==> config.mk <==
export PLATFORM = sky130hd
export DESIGN_NAME = dl_counter_arb
export DESIGN_NICKNAME = d
export VERILOG_FILES = /design/src/rtl/dl_pkg.sv /design/src/rtl/dl_rr_arb.sv /design/src/rtl/dl_counter_arb.sv
export SDC_FILE = /design/constraint.sdc
export NUM_CORES = 1
export LEC_CHECK = 0
export CAP_MARGIN = 40
export CORE_MARGIN = 3
export CORE_UTILIZATION = 47
export CTS_CLUSTER_DIAMETER = 50
export DETAILED_ROUTE_END_ITERATION = 8
export GPL_TIMING_DRIVEN = 0
export PLACE_DENSITY = 0.77
export SLEW_MARGIN = 20
export SYNTH_ARGS = -nofsm -noshare
export SYNTH_HDL_FRONTEND = slang
export SYNTH_HIERARCHICAL = 1
export SYNTH_SLANG_ARGS = --single-unit
==> constraint.sdc <==
create_clock -name clk -period 6.8 [get_ports clk]
set_clock_uncertainty 0.15 [all_clocks]
set_input_delay 0.68 -clock clk [delete_from_list [all_inputs] [get_ports clk]]
set_output_delay 0.68 -clock clk [all_outputs]
set_load 0.01 [all_outputs]
==> src/rtl/dl_pkg.sv <==
// Shared types for the design-library counter/arbiter blocks.
package dl_pkg;

  typedef enum logic [1:0] {
    IDLE = 2'd0,
    RUN  = 2'd1,
    DONE = 2'd2
  } dl_cnt_arb_state_e;

endpackage

==> src/rtl/dl_rr_arb.sv <==
// Combinational round-robin select: first set request strictly after the
// last owner, wrapping modulo NUM_REQ.
module dl_rr_arb #(
  parameter int NUM_REQ = 4,
  parameter int OWN_W   = $clog2(NUM_REQ)
) (
  input  logic [NUM_REQ-1:0] req_i,
  input  logic [OWN_W-1:0]   last_i,
  output logic [NUM_REQ-1:0] gnt_o,
  output logic [OWN_W-1:0]   idx_o,
  output logic               vld_o
);

  logic [OWN_W-1:0] cand;

  always_comb begin
    gnt_o = '0;
    idx_o = '0;
    vld_o = 1'b0;
    cand  = '0;
    // Walk offsets 1..NUM_REQ so the last owner is visited last.
    for (int k = 1; k <= NUM_REQ; k++) begin
      cand = OWN_W'((int'(last_i) + k) % NUM_REQ);
      if (!vld_o && req_i[cand]) begin
        vld_o       = 1'b1;
        gnt_o[cand] = 1'b1;
        idx_o       = cand;
      end
    end
  end

endmodule

==> src/rtl/dl_counter_arb.sv <==
// Round-robin scheduler sharing one runtime-targeted interval counter among
// NUM_REQ requesters, with a one-cycle done pulse back to the owner.
module dl_counter_arb
  import dl_pkg::*;
#(
  parameter int NUM_REQ  = 4,
  parameter int NUM_BITS = 5,
  parameter int OWN_W    = $clog2(NUM_REQ)
) (
  input  logic                         clk,
  input  logic                         rst_n,
  input  logic [NUM_REQ-1:0]           req,
  input  logic [NUM_REQ*NUM_BITS-1:0]  req_cnt,
  input  logic                         en,
  output logic [NUM_REQ-1:0]           gnt,
  output logic [OWN_W-1:0]             owner,
  output logic                         busy,
  output logic [NUM_BITS-1:0]          q,
  output logic [NUM_REQ-1:0]           done
);

  dl_cnt_arb_state_e    state_q, state_d;
  logic [NUM_BITS-1:0]  cnt_q, cnt_d;
  logic [NUM_BITS-1:0]  tgt_q, tgt_d;
  logic [OWN_W-1:0]     owner_q, owner_d;
  logic [OWN_W-1:0]     last_q, last_d;
  logic [NUM_REQ-1:0]   gnt_q, gnt_d;
  logic [NUM_REQ-1:0]   done_q, done_d;

  logic [NUM_REQ-1:0]   sel_oh;
  logic [OWN_W-1:0]     sel_idx;
  logic                 sel_vld;
  logic [NUM_BITS-1:0]  tgt_arr [NUM_REQ];

  for (genvar g = 0; g < NUM_REQ; g++) begin : g_tgt
    assign tgt_arr[g] = req_cnt[g*NUM_BITS +: NUM_BITS];
  end

  dl_rr_arb #(
    .NUM_REQ (NUM_REQ),
    .OWN_W   (OWN_W)
  ) u_rr (
    .req_i  (req),
    .last_i (last_q),
    .gnt_o  (sel_oh),
    .idx_o  (sel_idx),
    .vld_o  (sel_vld)
  );

  always_ff @(posedge clk or negedge rst_n) begin
    if (!rst_n) begin
      state_q <= IDLE;
      cnt_q   <= '0;
      owner_q <= '0;
      last_q  <= OWN_W'(NUM_REQ - 1);
      gnt_q   <= '0;
      done_q  <= '0;
    end else begin
      state_q <= state_d;
      cnt_q   <= cnt_d;
      owner_q <= owner_d;
      last_q  <= last_d;
      gnt_q   <= gnt_d;
      done_q  <= done_d;
    end
  end

  // Target is pure data: only meaningful once latched at grant.
  always_ff @(posedge clk) begin
    tgt_q <= tgt_d;
  end

  always_comb begin
    state_d = state_q;
    cnt_d   = cnt_q;
    tgt_d   = tgt_q;
    owner_d = owner_q;
    last_d  = last_q;
    gnt_d   = gnt_q;
    done_d  = '0;
    unique case (state_q)
      IDLE: begin
        cnt_d = '0;
        if (sel_vld) begin
          tgt_d   = tgt_arr[sel_idx];
          owner_d = sel_idx;
          gnt_d   = sel_oh;
          state_d = RUN;
        end
      end
      RUN: begin
        // A dropped request wins over a same-cycle completion.
        if (!req[owner_q]) begin
          gnt_d   = '0;
          cnt_d   = '0;
          last_d  = owner_q;
          state_d = IDLE;
        end else if (en && (cnt_q == tgt_q)) begin
          gnt_d   = '0;
          done_d  = gnt_q;
          last_d  = owner_q;
          state_d = DONE;
        end else if (en) begin
          cnt_d = cnt_q + 1'b1;
        end
      end
      DONE: begin
        cnt_d   = '0;
        state_d = IDLE;
      end
      default: begin
        gnt_d   = '0;
        cnt_d   = '0;
        state_d = IDLE;
      end
    endcase
  end

  always_comb begin
    busy  = (state_q != IDLE);
    gnt   = gnt_q;
    owner = owner_q;
    q     = cnt_q;
    done  = done_q;
  end

endmodule

**Signal wires on met2**

(6 px per um)
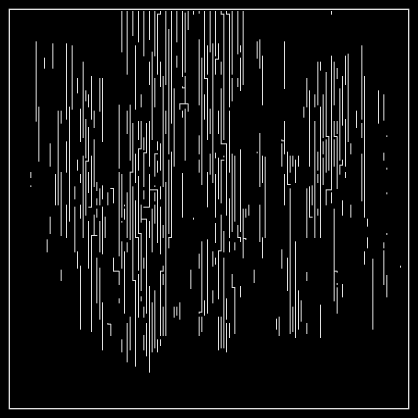
The layer holds 52% of the routed length. 202 nets have wire on it. The layer carries 1960 um of wire. The longest straight run is 25.5 um. The wires run mostly vertical.

**Layout detail**

Window x 21 to 46, y 21 to 46 um. Cells in gray, sequential cells in the stronger gray; small squares are vias.
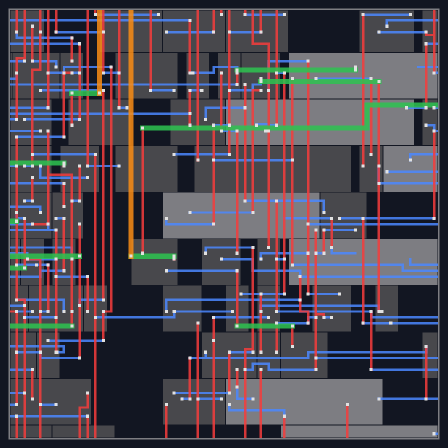
Key: M3 = green; M2 = red; M1 = blue; M4 = orange
Most frequent: nor2_1 (6), clkdlybuf4s50_1 (6). Netlist names of flops here include `state_q` (2). 47 logic cells have their middle in the window. Sequential cells in the window: 5.

==> results.cfg <==
; flow metrics
[finish]
area_delta_synth_final_pct = 31.4
nNonClkInverters = 7
largest_cell_class = combinational gates
area.combinational_um2 = 1010
fillers = 276
nets = 237
final_area_um2 = 2250
buffer_area_share_pct = 21.2
final_core_util_pct = 65.8
final_common_cell = clkdlybuf4s50_1
layout_top_cells = 42 x clkdlybuf4s50_1, 17 x dfrtp_1, 14 x nand2_1, 10 x nor2_1, 9 x ha_1
signal_buffers = 48
regArea_um2 = 628
final_cells = 246
layout-drive-gt1-share_pct = 19.5
logic_gates = 117
seq_share_pct = 28.0
seq_cell_count = 24
final-clk-cell-share_pct = 2.12
sh_comb_area_pct = 45.0
clockBufferCount = 4
diodes = 0

[sta]
relSlewSlack_pct = 58.6
fin_crit_ns = 3.32
tightest_slew_ns = 0.618
timing.final.ws_setup_ns = 3.48
grt_setup_unrepaired = no
min_period_over_period_pct = 48.8
finalMaxSlewViolations = 0
finalSetupViolCount = 0
tns_ns = 0
max_freq_mhz = 301
hold_slack_ns = 0.405

[routing]
routed_wl_um = 3730
postRouteAntennaNets = 0
wl_met3_um = 184
dr.pass1.iters = 4
wl_met1_um = 1520
routed.top_layer = met4
num_vias = 1385
remaining_drc_errors = 0
dr_wl_met2_um = 1960
first_iter_violations = 60
viasPerCell = 5.63

[power_and_ir_drop]
maxPowerGroup = combinational logic
p_clk_share_pct = 10.4
p_comb_w = 0.000521
swShare_pct = 40.5
internal_power_w = 0.000516
seq_power_share_pct = 29.6
p_per_area_nw_per_um2 = 386
power_w = 0.000868
pg_seq_w = 0.000257
p_leak_nw = 0.920
netSwitchingPower_w = 0.000351
vdd_drop_max_mv = 0.303
power_frac_comb_pct = 60.1
pg_clk_w = 0.0000899

[global_routing]
gr-total-overflow = 0
grtUsageMet1_pct = 22.2
use_met3_pct = 2.72
grt_pass1_wl_um = 6070
track_usage_pct = 18.0
grt_max_degree = 15
grt_antenna_before_repair = 0
top_usage_layer = met2

[clock_tree]
insertion_delay_ns = 0.32
cts-buffers-inserted = 3
cts.sinks = 24
cts.repair.resized = 0
cts_hold_buffers = 0
clkSlewWorstSetupHoldPaths_ns = 0.14
cts_max_level = 1
clock-root-buffer = clkbuf_4
cts_tree = built
clockBufferDepth = 2

[critical_path]
cp.required_ns = 6.73
crit_path_frequent_cell = mux4_2
cp_top_family = multiplexers
crit_fanout = 9
end_kind = flip-flop
worst_path_max_delay_cell = mux4_2
r2r-end = tgt_q[3]$_DFFE_PP_
cp_data_arrival_time_ns = 3.25
crit_buf_inv = 2
r2r_start = last_q[0]$_DFFE_PN1P_
crit_type = input port to flip-flop
crit_end = tgt_q[3]$_DFFE_PP_
crit_cells = 8
worst_r2r_path_depth = 10
ff2ff_setup_slack_ns = 3.70

[synth]
adder_share_pct = 6.58
avgSynthCellArea_um2 = 11.2
top_cells_by_area = dfrtp_1 25%, mux4_2 9.2%, edfxtp_1 8.8%, ha_1 6.6%, mux2i_1 3.5%
seq_area_frac_synth_pct = 36.7
synthCells = 153
ys.flops = 24
muxShareOfSynthArea_pct = 16.7
syn-cell-area_um2 = 1710
synthFlopType = dfrtp_1
yosysMostFrequentCell = dfrtp_1
topCombFamilyByArea = AND-OR/OR-AND gates
edf_count = 5
ys_sh_xor_pct = 4.46
top_area_cell = dfrtp_1
yosys_warnings = 6
ys_area_um2 = 1710
synth.distinct_cells = 51
top_cell_area_share_pct = 24.9
simple_gate_share_pct = 14.6
async_reset_ff_share_pct = 79.2

[worst_hold_path]
hp-class = flip-flop to flip-flop
hold_depth = 1
min_to = gnt[1]$_DFFE_PN0P_
min_from = state_q[0]$_DFFE_PN0P_

[floorplanning]
die_area_um2 = 4400
io_pins = 43
die_h_um = 66.3
fp_util_pct = 50.1
row_count = 21
die_x_um = 66.3
taps = 46
coreArea_um2 = 3420

[status]
status = finished clean

[placed_design]
dpl-instance-area_um2 = 2200
dp_slack_ns = 3.11
port_buffers = 42
dp_hpwl_um = 3060

[job]
drv_cap = 0
